==> src/rtl/sdhci_pkg.sv <==
// Shared types and constants for the SD host DAT-line receive path.
// Holds the receiver state enum and the serial CRC16-CCITT step used by every lane.
package sdhci_pkg;

  localparam int CrcLen        = 16;
  localparam int MaxBlockBytes = 2048;

  // x^16 + x^12 + x^5 + 1
  localparam logic [CrcLen-1:0] Crc16Poly = 16'h1021;

  typedef enum logic [2:0] {
    DAT_IDLE,
    DAT_WAIT_START,
    DAT_DATA,
    DAT_CRC,
    DAT_END,
    DAT_DONE
  } dat_rx_state_e;

  function automatic logic [CrcLen-1:0] crc16_step(input logic [CrcLen-1:0] crc,
                                                   input logic              bit_in);
    logic fb;
    fb = bit_in ^ crc[CrcLen-1];
    return {crc[CrcLen-2:0], 1'b0} ^ (fb ? Crc16Poly : '0);
  endfunction

endpackage

==> src/rtl/sdhci_crc16.sv <==
// One-bit serial CRC16-CCITT accumulator for a single DAT lane.
// clear_i reseeds to zero and wins over en_i.
module sdhci_crc16
  import sdhci_pkg::*;
(
  input  logic              clk_i,
  input  logic              rst_ni,
  input  logic              clear_i,
  input  logic              en_i,
  input  logic              bit_i,
  output logic [CrcLen-1:0] crc_o
);

  logic [CrcLen-1:0] r_crc;

  // NOTE: state registers use non-blocking assignments so every flop samples pre-edge values.
  always_ff @(posedge clk_i) begin
    if (!rst_ni || clear_i) begin
      r_crc <= '0;
    end else if (en_i) begin
      r_crc <= crc16_step(r_crc, bit_i);
    end
  end

  assign crc_o = r_crc;

endmodule

==> src/rtl/sdhci_dat_rx.sv <==
// SD DAT-line block receiver: start-bit hunt, deserialise into 32-bit words, CRC16/end-bit check.
// Define SDHCI_DAT_4BIT_EN for 4-bit bus support (four CRC lanes); otherwise DAT0-only 1-bit mode.
module sdhci_dat_rx
  import sdhci_pkg::*;
#(
  parameter int TimeoutWidth = 24
) (
  input  logic                    clk_i,
  input  logic                    rst_ni,
  input  logic                    sd_clk_en_i,
  input  logic                    start_i,
  input  logic                    abort_i,
  input  logic                    bus_width_4_i,
  input  logic [11:0]             block_size_i,
  input  logic [TimeoutWidth-1:0] timeout_i,
  input  logic [3:0]              dat_i,
  input  logic                    buf_full_i,
  output logic                    push_o,
  output logic [31:0]             push_data_o,
  output logic                    sd_clk_stop_o,
  output logic                    busy_o,
  output logic                    done_o,
  output logic                    crc_error_o,
  output logic                    end_bit_error_o,
  output logic                    timeout_error_o,
  output logic                    overrun_error_o
);

`ifdef SDHCI_DAT_4BIT_EN
  localparam int NumLanes = 4;
`else
  localparam int NumLanes = 1;
`endif
  localparam int CntW = $clog2(MaxBlockBytes);

  dat_rx_state_e           r_state, w_next;
  logic                    r_bw4, w_bw4_in;
  logic [CntW-1:0]         r_last_idx, r_byte_cnt;
  logic [TimeoutWidth-1:0] r_to_cnt, w_to_next;
  logic [2:0]              r_beat;
  logic [7:0]              r_byte, w_byte_new;
  logic [31:0]             r_word, r_push_data, w_word_asm;
  logic                    r_pending;
  logic [3:0]              r_crc_cnt, w_crc_idx;
  logic                    r_crc_err, r_end_err;
  logic                    w_strobe, w_start_bit, w_end_bad, w_byte_done, w_last_byte, w_word_done;
  logic                    w_crc_clr, w_crc_en, w_crc_mis, w_push, w_done, w_timeout;
  logic [CrcLen-1:0]       w_crc [NumLanes];

`ifdef SDHCI_DAT_4BIT_EN
  assign w_bw4_in = bus_width_4_i;
`else
  logic w_unused;
  assign w_bw4_in = 1'b0;
  assign w_unused = bus_width_4_i;
`endif

  // A strobe arriving while a word still waits for the buffer carries no usable bits.
  assign w_strobe    = sd_clk_en_i & ~r_pending;
  assign w_start_bit = r_bw4 ? (dat_i == 4'h0) : ~dat_i[0];
  assign w_end_bad   = r_bw4 ? (dat_i != 4'hF) : ~dat_i[0];
  assign w_byte_done = r_bw4 ? r_beat[0] : (r_beat == 3'd7);
  assign w_byte_new  = r_bw4 ? {r_byte[3:0], dat_i} : {r_byte[6:0], dat_i[0]};
  assign w_last_byte = (r_byte_cnt == r_last_idx);
  assign w_word_done = (r_byte_cnt[1:0] == 2'd3) | w_last_byte;
  assign w_to_next   = r_to_cnt + TimeoutWidth'(1);
  assign w_crc_idx   = ~r_crc_cnt;
  assign w_crc_clr   = (r_state == DAT_WAIT_START) & w_strobe & w_start_bit;
  assign w_crc_en    = (r_state == DAT_DATA) & w_strobe;
  assign w_push      = r_pending & ~buf_full_i & ~abort_i;

  always_comb begin
    w_word_asm = r_word;
    w_word_asm[8*r_byte_cnt[1:0] +: 8] = w_byte_new;
  end

  for (genvar l = 0; l < NumLanes; l++) begin : g_lane
    sdhci_crc16 u_crc (
      .clk_i   (clk_i),
      .rst_ni  (rst_ni),
      .clear_i (w_crc_clr),
      .en_i    (w_crc_en),
      .bit_i   (dat_i[l]),
      .crc_o   (w_crc[l])
    );
  end

  always_comb begin
    w_crc_mis = 1'b0;
    for (int l = 0; l < NumLanes; l++) begin
      if ((l == 0 || r_bw4) && (dat_i[l] != w_crc[l][w_crc_idx])) w_crc_mis = 1'b1;
    end
  end

  // NOTE: every combinational output gets a default first, so no path can infer a latch.
  always_comb begin
    w_next    = r_state;
    w_timeout = 1'b0;
    w_done    = 1'b0;
    case (r_state)
      DAT_IDLE:       if (start_i) w_next = DAT_WAIT_START;
      DAT_WAIT_START: if (w_strobe) begin
        if (w_start_bit) begin
          w_next = DAT_DATA;
        end else if (timeout_i != '0 && w_to_next == timeout_i) begin
          w_timeout = 1'b1;
          w_next    = DAT_IDLE;
        end
      end
      DAT_DATA:       if (w_strobe && w_byte_done && w_last_byte) w_next = DAT_CRC;
      DAT_CRC:        if (w_strobe && r_crc_cnt == 4'd15) w_next = DAT_END;
      DAT_END:        if (w_strobe) w_next = DAT_DONE;
      DAT_DONE:       if (!r_pending) begin
        w_done = 1'b1;
        w_next = DAT_IDLE;
      end
      default:        w_next = DAT_IDLE;
    endcase
    if (abort_i) begin
      w_next    = DAT_IDLE;
      w_timeout = 1'b0;
      w_done    = 1'b0;
    end
  end

  always_ff @(posedge clk_i) begin
    if (!rst_ni) begin
      r_state <= DAT_IDLE;
      r_bw4 <= 1'b0;
      r_last_idx <= '0;
      r_byte_cnt <= '0;
      r_to_cnt <= '0;
      r_beat <= '0;
      r_byte <= '0;
      r_word <= '0;
      r_push_data <= '0;
      r_pending <= 1'b0;
      r_crc_cnt <= '0;
      r_crc_err <= 1'b0;
      r_end_err <= 1'b0;
    end else begin
      r_state <= w_next;
      if (w_push) r_pending <= 1'b0;
      case (r_state)
        DAT_IDLE: if (start_i) begin
          r_bw4      <= w_bw4_in;
          r_last_idx <= (block_size_i == '0) ? CntW'(MaxBlockBytes - 1) : CntW'(block_size_i - 12'd1);
          r_to_cnt   <= '0;
          r_crc_err  <= 1'b0;
          r_end_err  <= 1'b0;
        end
        DAT_WAIT_START: if (w_strobe) begin
          r_to_cnt   <= w_to_next;
          r_beat     <= '0;
          r_byte_cnt <= '0;
          r_word     <= '0;
          r_crc_cnt  <= '0;
        end
        DAT_DATA: if (w_strobe) begin
          r_byte <= w_byte_new;
          r_beat <= r_beat + 3'd1;
          if (w_byte_done) begin
            r_beat     <= '0;
            r_byte_cnt <= r_byte_cnt + CntW'(1);
            if (w_word_done) begin
              r_push_data <= w_word_asm;
              r_pending   <= 1'b1;
              r_word      <= '0;
            end else begin
              r_word <= w_word_asm;
            end
          end
        end
        DAT_CRC: if (w_strobe) begin
          r_crc_cnt <= r_crc_cnt + 4'd1;
          if (w_crc_mis) r_crc_err <= 1'b1;
        end
        DAT_END: if (w_strobe && w_end_bad) r_end_err <= 1'b1;
        default: ;
      endcase
      if (abort_i) r_pending <= 1'b0;
    end
  end

  assign push_o          = w_push;
  assign push_data_o     = r_push_data;
  assign sd_clk_stop_o   = r_pending & buf_full_i;
  assign busy_o          = (r_state != DAT_IDLE);
  assign done_o          = w_done;
  assign crc_error_o     = w_done & r_crc_err;
  assign end_bit_error_o = w_done & r_end_err;
  assign timeout_error_o = w_timeout;
  assign overrun_error_o = sd_clk_en_i & r_pending &
                           (r_state == DAT_DATA || r_state == DAT_CRC || r_state == DAT_END);

endmodule

==> config.mk <==
export PLATFORM = sky130hd
export DESIGN_NAME = sdhci_dat_rx
export DESIGN_NICKNAME = d
export VERILOG_FILES = /design/src/rtl/sdhci_pkg.sv /design/src/rtl/sdhci_crc16.sv /design/src/rtl/sdhci_dat_rx.sv
export SDC_FILE = /design/constraint.sdc
export NUM_CORES = 1
export LEC_CHECK = 0
export CORE_UTILIZATION = 55
export DETAILED_ROUTE_END_ITERATION = 10
export GPL_ROUTABILITY_DRIVEN = 0
export GPL_TIMING_DRIVEN = 0
export PLACE_DENSITY = 0.76
export SETUP_SLACK_MARGIN = 0.4
export SLEW_MARGIN = 5
export SYNTH_ARGS = -nofsm -noshare
export SYNTH_HDL_FRONTEND = slang
export SYNTH_SLANG_ARGS = --single-unit
==> constraint.sdc <==
create_clock -name clk_i -period 3.9 [get_ports clk_i]
set_clock_uncertainty 0.2 [all_clocks]
set_input_delay 0.78 -clock clk_i [delete_from_list [all_inputs] [get_ports clk_i]]
set_output_delay 0.78 -clock clk_i [all_outputs]
set_load 0.01 [all_outputs]
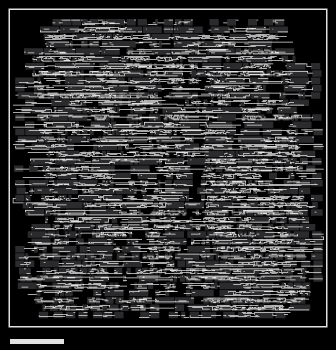
(the metal 1 layer)
Scale bar: 20 um.
share of all routed wire: 43%
longest straight run: 29.4 um
nets with wire on the layer: 1034
wire length on this layer: 8640 um
main direction: horizontal

==> impl_metrics.toml <==
# implementation run metrics
[hold_path]
hold_path.class = "reg -> reg"
hold_end = "g_lane[0].u_crc.crc_o[10]$_SDFFE_PP0P_"
hold_depth = 2
holdCritStartpoint = "g_lane[0].u_crc.crc_o[9]$_SDFFE_PP0P_"

[status]
violations = "setup timing"
status = "finished, violations left"

[floorplan]
dieArea_mm2 = 0.0138
coreArea_mm2 = 0.0128
die_h_um = 117
num_rows = 41
die_x_um = 117
ioPinCount = 87
initCoreUtil_pct = 57.2

[cells_and_area]
syn_to_final_growth_pct = 27.3
final_cell_area_mm2 = 0.00934
drive_gt1_share_pct = 8.91
fin_nets = 1113
layout_top_cell = "nor2_1"
final_cell_mix = "nor2_1, dfxtp_1, a21oi_1"
antenna_cells = 0

[worst_setup_path]
r2r_start = "r_byte_cnt[0]$_SDFFE_PN0P_"
endpoint = "timeout_error_o"
cp_num_buf_inv = 3
reg2regPathDepth = 10
required_ns = 2.92
crit_family = "simple AND/OR/NAND/NOR gates"
slowest_stage = "dfxtp_4"
crit_cells = 11
crit_start = "r_to_cnt[0]$_SDFFE_PN0P_"
arrival_ns = 3.09
cp-end-kind = "output port"
crit_chain = "buf_4, nand4_1, buf_4, nor2_1, nand3_1, o21ai_1, o2111ai_2, nor4b_2, nand4b_1, nor4bb_2, buf_2"
reg2reg_slack_ns = 0.68
crit_type = "reg -> out"
crit_fanout = 7
slowest_delay_ns = 0.35
cpMostUsedCell = "buf_4"
r2r-end = "push_data_o[17]$_SDFFE_PN0P_"
start_kind = "flop"

[sta]
hold_viol_final = 0
grt_setup_unrepaired = "yes"
setup_viol = 1
final-max-slew-violation-count = 0
fmax_mhz = 245
slew_headroom_pct = 31.3
layout_setup_ws_ns = -0.175
period_used_pct = 104
period_needed_ns = 4.07
worst_pin_slew_ns = 1.02

[synth]
yosysWarnings = 0
yosysUniqueCellTypes = 52
ys_sh_aoi_pct = 18.3
ys_top_logic_family = "simple AND/OR/NAND/NOR gates"
common_cells = "nor2_1, dfxtp_1, a21oi_1"
synthFlopType = "dfxtp_1"
yosys_area_mm2 = 0.00733
ys_seq_elements = 146
edf_count = 0
ys_sh_xor_pct = 8.00
most_common_cell = "nor2_1"
ys_cells = 935
synth.avg_cell_area_um2 = 7.84
fa_ha_area_share_pct = 1.88
synthesis.area_mm2 = 0.00733
syn_inst = 935
async_reset_ff_share_pct = 0
ys_seq_share_pct = 39.9
yosysTopAreaCell = "dfxtp_1"
yosys.area_share.simple_pct = 26.4
synth.area.top_cells = "dfxtp_1, a21oi_1, nor2_1, nand2_1, xnor2_1"
syn_nets = 993
yosysTopAreaCellShare_pct = 39.9
ys_sh_mux_pct = 1.95

[clock_network]
cts_max_path_buffers = 2
cts_buffers = 17
worstSkewPairLatency_ns = 0.43
holdBufCountCts = 0
h-tree-depth = 4
clkSinkCount = 146
cts_tree = "yes"
cts_root_buf = "clkbuf_16"
clk_pin_slew_ns = 0.06

[placement]
pre_cts_ws_ns = -0.804
numPortBuffers = 82
dp_hpwl_um = 13500
place_area_mm2 = 0.00838

[route]
drt-met1-wl_um = 8640
ant_nets = 0
wl_um = 20100
drcViolationCount = 0
wl_per_cell_um = 16.2
highest_layer = "met4"
dr.pass1.iters = 5
wl_met3_um = 1620
wl_met2_um = 9410
vias_per_cell = 5.83
drt-initial-drc-count = 456

[global_routing]
grt_max_degree = 17
use_met1_pct = 39.1
grt_pass1_vias = 6734
grt_overflow_total = 0
grt_pass1_wl_um = 32800
antenna_found_initial = 0
grt.busiest_layer = "met2"
use_met3_pct = 5.72
track_usage_pct = 29.5

[power]
powerDensity_mw_per_mm2 = 372
p_int_uw = 2690
seq_power_share_pct = 43.5
ir_worst_vdd_v = 0.000289
p_leak_uw = 0.00330
power.net_switching_uw = 780
clkPwrFrac_pct = 50.4
p_comb_share_pct = 6.2
switching_share_pct = 22.5

[flow_run]
tool_warnings = 37
max_cap_violations = 0
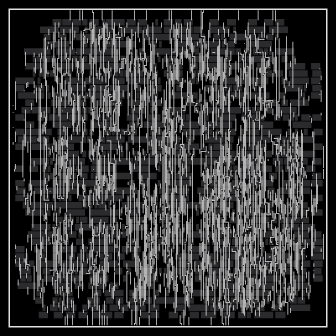
(metal 2)
wire length on this layer: 9410 um
main direction: vertical
met2 Track Usage GR: 46.9%
routed vias: 7212

flip-flops by register name, summed over array words and instances, names as in the netlist:
name,flops
push_data_o,32
r_pending,1
r_to_cnt,24
r_crc_cnt,4
r_byte_cnt,11
r_beat,3
r_end_err,1
r_state,3
r_word,32
r_crc_err,1
r_byte,7
r_last_idx,11
g_lane.u_crc.crc_o,16
per-stage QoR:
stage | util, % | instances | power [uW] | hold WS (ns) | setup TNS (ns)
final | 72.8 | 1238 | 3470 | 0.266 | -0.175
after global routing | 72.8 | 1238 | 3570 | 0.283 | -0.268
after CTS | 71.6 | 1232 | 3470 | 0.268 | -0.216
after detailed placement | 65.4 | 1189 | 1750 | 0.258 | -0.804
after global placement | 65.3 | 1189 | 1750 | 0.254 | -0.789
after floorplan | - | 935 | 1650 | 0.242 | 0
power groups by stage:
stage / sequential, uW / combinational (uW) / clock (uW)
after global placement: 1540 / 204 / 0
after global routing: 1510 / 233 / 1820
after floorplan: 1540 / 109 / 0
after detailed placement: 1540 / 205 / 0
final: 1510 / 214 / 1750
after CTS: 1510 / 209 / 1750
cell type report:
cell class	count	area (um^2)
Inverter	12	45.0
Clock buffer	19	453
Fill cell	1023	3490
Sequential cell	146	2940
Multi-Input combinational cell	720	4270
Buffer	57	251
Timing Repair Buffer	101	987
Clock inverter	11	179
Tap cell	172	215
cells by family (layout without fill, tap and decap cells):
family                   Yosys count  count (layout)
AND/OR/NAND/NOR                  401             401
buffers and inverters             69             200
adder cells (fa/ha/maj)           11              11
AND-OR/OR-AND                    233             233
multiplexers                       8               8
flip-flops                       146             146
XOR/XNOR                          67              67
timing repair:
action	CTS	global route
hold endpoints to repair	0	0
resized	27	41
pin swaps	14	15
buffers inserted	13	6
setup endpoints to repair	1	10
Power figures rest on the tool's default switching activity, not on a simulated workload.
